<file path="src/rtl/mem_access_stage.sv">
// MEM pipeline stage: branch resolution, data-memory req/ack handshake with a
// timeout abort, alignment checking and the registered MEM/WB outputs.
module mem_access_stage #(
    parameter int TIMEOUT = 16
) (
    input  logic        clk_i,
    input  logic        rst_i,
    input  logic [31:0] ALUResult_i,
    input  logic [31:0] RS2data_i,
    input  logic        Zero_i,
    input  logic [31:0] pc_branch_i,
    input  logic        Branch_i,
    input  logic        MemRead_i,
    input  logic        MemWrite_i,
    input  logic        MemtoReg_i,
    input  logic        RegWrite_i,
    input  logic [4:0]  RDaddr_i,
    output logic        mem_req_o,
    output logic        mem_we_o,
    output logic [31:0] mem_addr_o,
    output logic [31:0] mem_wdata_o,
    input  logic        mem_ack_i,
    input  logic [31:0] mem_rdata_i,
    output logic        stall_o,
    output logic        pc_src_o,
    output logic [31:0] pc_branch_o,
    output logic        RegWrite_o,
    output logic        MemtoReg_o,
    output logic [31:0] ALUResult_o,
    output logic [31:0] ReadData_o,
    output logic [4:0]  RDaddr_o,
    output logic        err_o,
    output logic [1:0]  err_cause_o
);

    localparam int CW = $clog2(TIMEOUT + 1);

    typedef enum logic {IDLE, BUSY} state_e;

    state_e        state_q, state_d;
    logic [CW-1:0] count_q, count_d;
    logic          regWrite_q, memtoReg_q, err_q;
    logic [31:0]   aluResult_q, readData_q;
    logic [4:0]    rdAddr_q;
    logic [1:0]    errCause_q;

    logic memOp, isLoad, alignedOp, misaligned, complete, abort, stall;

    // A write wins when both controls are set, so only a pure read is a load.
    assign memOp      = MemRead_i | MemWrite_i;
    assign isLoad     = MemRead_i & ~MemWrite_i;
    assign alignedOp  = memOp & (ALUResult_i[1:0] == 2'b00);
    assign misaligned = (state_q == IDLE) & memOp & (ALUResult_i[1:0] != 2'b00);

    always_comb begin
        state_d  = state_q;
        count_d  = count_q;
        complete = 1'b0;
        abort    = 1'b0;
        stall    = 1'b0;
        case (state_q)
            IDLE: begin
                if (alignedOp) begin
                    if (mem_ack_i) begin
                        complete = 1'b1;
                    end else begin
                        stall   = 1'b1;
                        state_d = BUSY;
                        count_d = CW'(1);
                    end
                end
            end
            BUSY: begin
                if (mem_ack_i) begin
                    complete = 1'b1;
                    state_d  = IDLE;
                    count_d  = '0;
                end else if (count_q == CW'(TIMEOUT - 1)) begin
                    abort   = 1'b1;
                    state_d = IDLE;
                    count_d = '0;
                end else begin
                    stall   = 1'b1;
                    count_d = count_q + CW'(1);
                end
            end
            default: begin
                state_d = IDLE;
                count_d = '0;
            end
        endcase
    end

    // Request is gated by reset so it drops the instant reset asserts.
    assign mem_req_o   = ~rst_i & ((state_q == BUSY) | ((state_q == IDLE) & alignedOp));
    assign mem_we_o    = MemWrite_i;
    assign mem_addr_o  = {ALUResult_i[31:2], 2'b00};
    assign mem_wdata_o = RS2data_i;
    assign stall_o     = stall;
    assign pc_src_o    = Branch_i & Zero_i;
    assign pc_branch_o = pc_branch_i;

    always_ff @(posedge clk_i or posedge rst_i) begin
        if (rst_i) begin
            state_q     <= IDLE;
            count_q     <= '0;
            regWrite_q  <= 1'b0;
            memtoReg_q  <= 1'b0;
            aluResult_q <= '0;
            readData_q  <= '0;
            rdAddr_q    <= '0;
            err_q       <= 1'b0;
            errCause_q  <= 2'b00;
        end else begin
            state_q <= state_d;
            count_q <= count_d;
            if (stall) begin
                regWrite_q <= 1'b0;
                memtoReg_q <= 1'b0;
            end else begin
                regWrite_q  <= RegWrite_i & ~misaligned & ~abort;
                memtoReg_q  <= MemtoReg_i;
                aluResult_q <= ALUResult_i;
                rdAddr_q    <= RDaddr_i;
                if (misaligned | abort) begin
                    readData_q <= '0;
                end else if (isLoad & complete) begin
                    readData_q <= mem_rdata_i;
                end
            end
            // Sticky: the first error's cause is kept until reset.
            if (!err_q && (misaligned || abort)) begin
                err_q      <= 1'b1;
                errCause_q <= misaligned ? 2'b01 : 2'b10;
            end
        end
    end

    assign RegWrite_o  = regWrite_q;
    assign MemtoReg_o  = memtoReg_q;
    assign ALUResult_o = aluResult_q;
    assign ReadData_o  = readData_q;
    assign RDaddr_o    = rdAddr_q;
    assign err_o       = err_q;
    assign err_cause_o = errCause_q;

endmodule

</file>
<file path="config.mk">
export PLATFORM = sky130hd
export DESIGN_NAME = mem_access_stage
export DESIGN_NICKNAME = d
export VERILOG_FILES = /design/src/rtl/mem_access_stage.sv
export SDC_FILE = /design/constraint.sdc
export NUM_CORES = 1
export LEC_CHECK = 0
export CORE_AREA = 2 2 123 125
export CTS_BUF_LIST = sky130_fd_sc_hd__clkbuf_2
export DETAILED_ROUTE_END_ITERATION = 7
export DIE_AREA = 0 0 125 127
export DONT_BUFFER_PORTS = 1
export GPL_ROUTABILITY_DRIVEN = 1
export GPL_TIMING_DRIVEN = 0
export SYNTH_ARGS = -nofsm -noshare
export SYNTH_HDL_FRONTEND = slang
export SYNTH_SLANG_ARGS = --single-unit
</file>
<file path="constraint.sdc">
create_clock -name clk_i -period 6.36 [get_ports clk_i]
set_clock_uncertainty 0.1 [all_clocks]
set_input_delay 1.272 -clock clk_i [delete_from_list [all_inputs] [get_ports clk_i]]
set_output_delay 1.272 -clock clk_i [all_outputs]
set_load 0.05 [all_outputs]
</file>
Figure 1. Met2 routing (run 1).
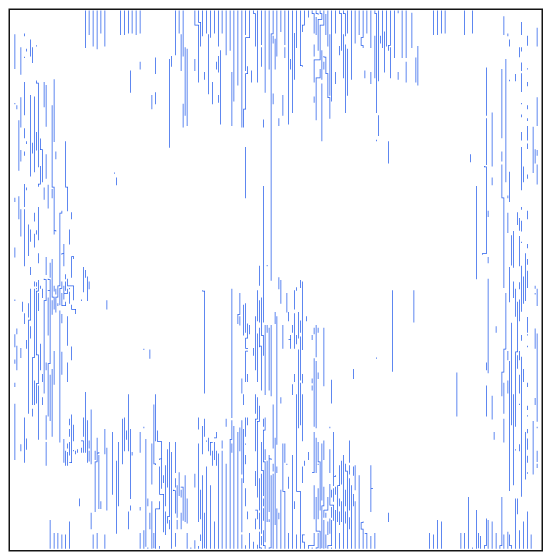
nets with wire on the layer: 494
main direction: vertical
longest straight run: 58.0 um
wire length on this layer: 4910 um
final wirelength: 9650 um
via count: 2715
GR Layer Usage met2: 18.6%

Figure 2. Metal 3 (run 1).
Bar = 50 um.
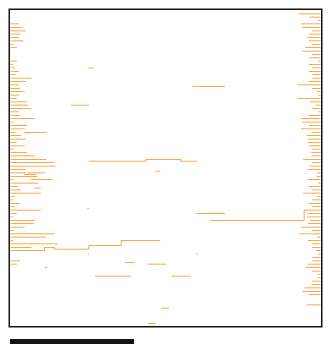
main direction: horizontal
share of all routed wire: 10%
wire length on this layer: 963 um
longest straight run: 37.5 um
nets with wire on the layer: 160
met3 Use GR: 3.98%

Figure 3. Signal wires on met1 (run 1).
Bar = 50 um.
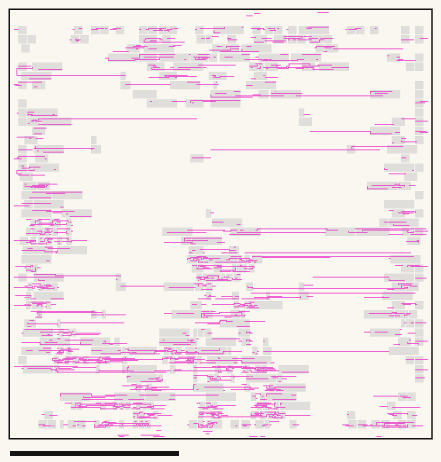
longest straight run: 50.1 um
main direction: horizontal
nets with wire on the layer: 432
share of all routed wire: 37%
GR Layer Usage met1: 13.5%

Figure 4. Clock wiring as the flow saved it (run 1).
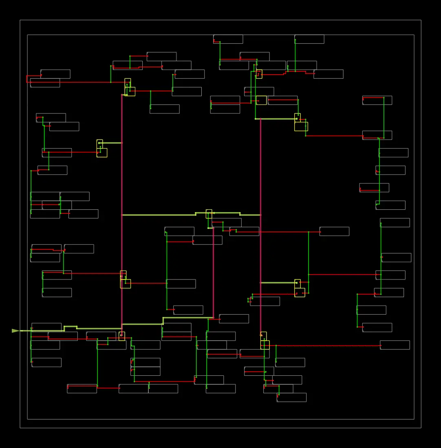
CLK BUF: 9
CTS sink count: 80
Clock Power: 266 uW

==> flow_metrics.py, run 1 <==
# Synthesis and PnR figures
metrics = {
    "layout": {
        "area_growth_pct": 9.10,
        "design_area_mm2": 0.00446,
        "comb_area_mm2": 0.00122,
        "finish.utilization_pct": 30.9,
        "drive_above_1_share_pct": 42.3,
        "regArea_mm2": 0.00200,
        "num-multi-input-gates": 172,
        "lay_top_count": "buf_4",
        "seq_cells": 80,
    },
    "yosys": {
        "yosysWarnings": 0,
        "aoi_share_pct": 11.5,
        "top_cell": "buf_4",
        "edf_count": 0,
        "ys_ff": 80,
        "top_area_share_pct": 49.0,
        "top_cells_by_count": "buf_4 (99), dfrtp_1 (80), a21oi_1 (34), nand3_1 (34), o21ai_0 (33)",
        "xor_area_share_pct": 0.214,
        "simple_gate_share_pct": 6.80,
    },
    "sta": {
        "worst_pin_slew_ps": 884,
        "fin_tns_setup_ps": 0,
        "max_freq_ghz": 0.257,
        "finalClockPeriodUsage_pct": 61.1,
        "slew_violations": 0,
    },
    "setup_path": {
        "start_kind": "input pin",
        "crit_fanout": 10,
        "r2r_slack_ps": 4240,
    },
    "placement": {
        "dp_hpwl_um": 7450,
        "port_buffers": 0,
        "placed_cells": 560,
    },
    "pwr": {
        "total_power_mw": 1.22,
        "swShare_pct": 43.2,
    },
    "clock_network": {
        "cts.reportedPaths.clkPinSlew_ps": 250,
        "cts_hold_buf": 0,
        "cts_setup_buffers": 0,
    },
    "drt": {
        "drt_iter0_drc": 70,
        "wl_met2_um": 4910,
    },
    "status": {
        "status": "finished clean",
    },
}
## Run 2: what changed since run 1
==> constraint.sdc (replaced) <==
create_clock -name clk_i -period 3.5 [get_ports clk_i]
set_clock_uncertainty 0.1 [all_clocks]
set_input_delay 0.7 -clock clk_i [delete_from_list [all_inputs] [get_ports clk_i]]
set_output_delay 0.7 -clock clk_i [all_outputs]
set_load 0.05 [all_outputs]
Figure 5. Met2 routing (run 2).
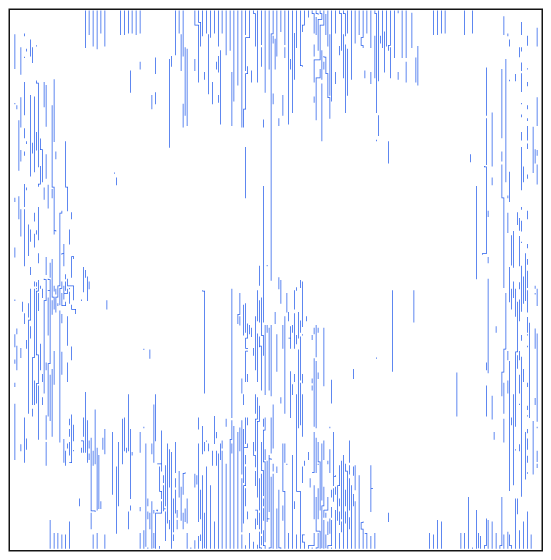
share of all routed wire: 51%
wire length on this layer: 4920 um
via count: 2735
final wirelength: 9680 um
GR Layer Usage met2: 18.8%

==> run 2 against run 1 <==
Against the previous run: power is 82% higher; non-clock buffer count is 2 higher; synthesized cell count stayed put; highest routed layer unchanged; first-iteration DRC count stayed put; sequential share of layout area is 0.20 points lower.
==> flow_metrics.py, run 2 <==
# Synthesis and PnR figures
metrics = {
    "yosys": {
        "top_cells_by_count": "buf_4 (99), dfrtp_1 (80), a21oi_1 (34), nand3_1 (34), o21ai_0 (33)",
        "top_area_share_pct": 49.0,
        "aoi_share_pct": 11.5,
        "xor_area_share_pct": 0.214,
        "ys_ff": 80,
        "top_logic_kind": "buffers and inverters",
        "simple_gate_share_pct": 6.80,
        "top_cell": "buf_4",
        "yosysTopAreaCell": "dfrtp_1",
        "edf_count": 0,
        "yosysWarnings": 0,
    },
    "global_routing": {
        "gr-usage-met1_pct": 13.5,
        "grt.met3_usage_pct": 3.98,
        "grt_first_pass_wirelength_um": 14200,
    },
    "sta": {
        "max_freq_ghz": 0.310,
        "slew_violations": 0,
        "worst_pin_slew_ps": 884,
        "fin_tns_setup_ps": 0,
        "finalClockPeriodUsage_pct": 92.0,
    },
    "pwr": {
        "p_comb_uw": 518,
        "powerClk_uw": 484,
        "p_int_mw": 1.26,
        "swShare_pct": 43.2,
        "total_power_mw": 2.22,
    },
    "setup_path": {
        "cp_data_arrival_time_ps": 2420,
        "crit_fanout": 10,
        "start_kind": "register",
        "r2r_slack_ps": 1380,
    },
    "placement": {
        "placed_cells": 560,
        "port_buffers": 0,
        "gp_congestion": 0.734,
        "pre_cts_ws_ps": 701,
        "dp_hpwl_um": 7450,
    },
    "layout": {
        "buffer_area_share_pct": 19.9,
        "regArea_mm2": 0.00200,
        "num-multi-input-gates": 172,
        "finish.utilization_pct": 31.0,
        "sh_comb_area_pct": 27.3,
        "design_area_mm2": 0.00448,
        "seq_cells": 80,
        "lay_top_count": "buf_4",
        "area_growth_pct": 9.59,
        "drive_above_1_share_pct": 42.1,
        "nClkBuffers": 9,
    },
    "die": {
        "ios": 316,
        "nWellTaps": 184,
        "die.size.y_um": 127,
    },
    "drt": {
        "dr_wl_met3_um": 975,
        "wl_met2_um": 4920,
    },
    "clock_network": {
        "cts.reportedPaths.clkPinSlew_ps": 280,
        "cts.sink_count": 80,
        "cts_setup_buffers": 0,
        "ctsRootBufferMaster": "clkbuf_2",
    },
    "status": {
        "status": "finished clean",
    },
}
## Run 3: what changed since run 2
--- a/config.mk
+++ b/config.mk
@@ -6,7 +6,7 @@
 export NUM_CORES = 1
 export LEC_CHECK = 0
 export CORE_AREA = 2 2 123 125
-export CTS_BUF_LIST = sky130_fd_sc_hd__clkbuf_2
+export CTS_BUF_LIST = sky130_fd_sc_hd__clkbuf_8
 export DETAILED_ROUTE_END_ITERATION = 7
 export DIE_AREA = 0 0 125 127
 export DONT_BUFFER_PORTS = 1
Figure 6. Met2 routing (run 3).
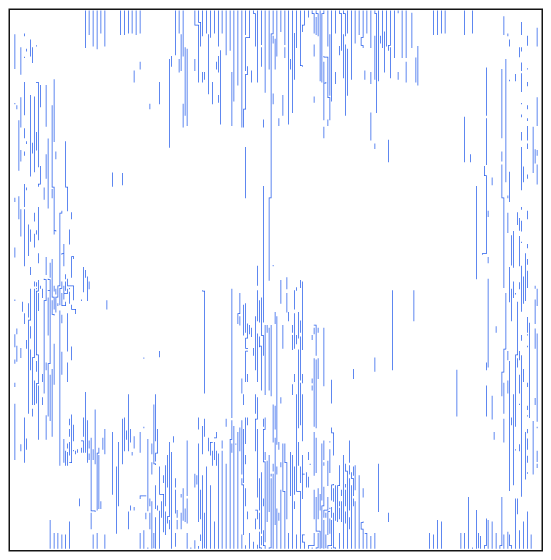
share of all routed wire: 51%
main direction: vertical
final wirelength: 9630 um
via count: 2731
GR Layer Usage met2: 18.6%

==> run 3 against run 2 <==
Against the previous run: clock-buffer cell count did not move; setup slack improved by 240 ps; critical path depth did not move; via count fell by 0.15%; sequential power barely moved; critical path type unchanged.
==> flow_metrics.py, run 3 <==
# Synthesis and PnR figures
metrics = {
    "sta": {
        "fin_tns_setup_ps": 0,
        "slew_violations": 0,
        "worst_pin_slew_ps": 881,
        "finalClockPeriodUsage_pct": 85.1,
    },
    "clock_network": {
        "ctsRootBufferMaster": "clkbuf_8",
        "cts.sink_count": 80,
        "cts_hold_buf": 0,
        "cts.reportedPaths.clkPinSlew_ps": 90,
    },
    "layout": {
        "nClkBuffers": 9,
        "regArea_mm2": 0.00200,
        "seq_cells": 80,
        "drive_above_1_share_pct": 42.3,
        "finish.utilization_pct": 31.4,
        "lay_top_count": "buf_4",
        "comb_area_mm2": 0.00122,
        "design_area_mm2": 0.00453,
        "sh_comb_area_pct": 27.0,
    },
    "placement": {
        "gp_congestion": 0.734,
        "placed_cells": 560,
        "dp_hpwl_um": 7450,
        "port_buffers": 0,
    },
    "global_routing": {
        "gr-usage-met1_pct": 13.5,
        "grt_first_pass_wirelength_um": 14200,
        "grt.met3_usage_pct": 3.98,
    },
    "yosys": {
        "top_logic_kind": "buffers and inverters",
        "xor_area_share_pct": 0.214,
        "aoi_share_pct": 11.5,
        "yosysTopAreaCell": "dfrtp_1",
        "top_cell": "buf_4",
        "top_cells_by_count": "buf_4 (99), dfrtp_1 (80), a21oi_1 (34), nand3_1 (34), o21ai_0 (33)",
        "yosysWarnings": 0,
        "edf_count": 0,
    },
    "pwr": {
        "p_comb_uw": 516,
        "p_int_mw": 1.42,
        "powerClk_uw": 661,
        "total_power_mw": 2.39,
        "swShare_pct": 40.7,
    },
    "status": {
        "status": "finished clean",
    },
    "setup_path": {
        "cp_data_arrival_time_ps": 2180,
        "start_kind": "register",
        "r2r_slack_ps": 1390,
    },
    "drt": {
        "wl_met2_um": 4910,
    },
    "die": {
        "die.size.y_um": 127,
    },
}
Power figures rest on the tool's default switching activity, not on a simulated workload.
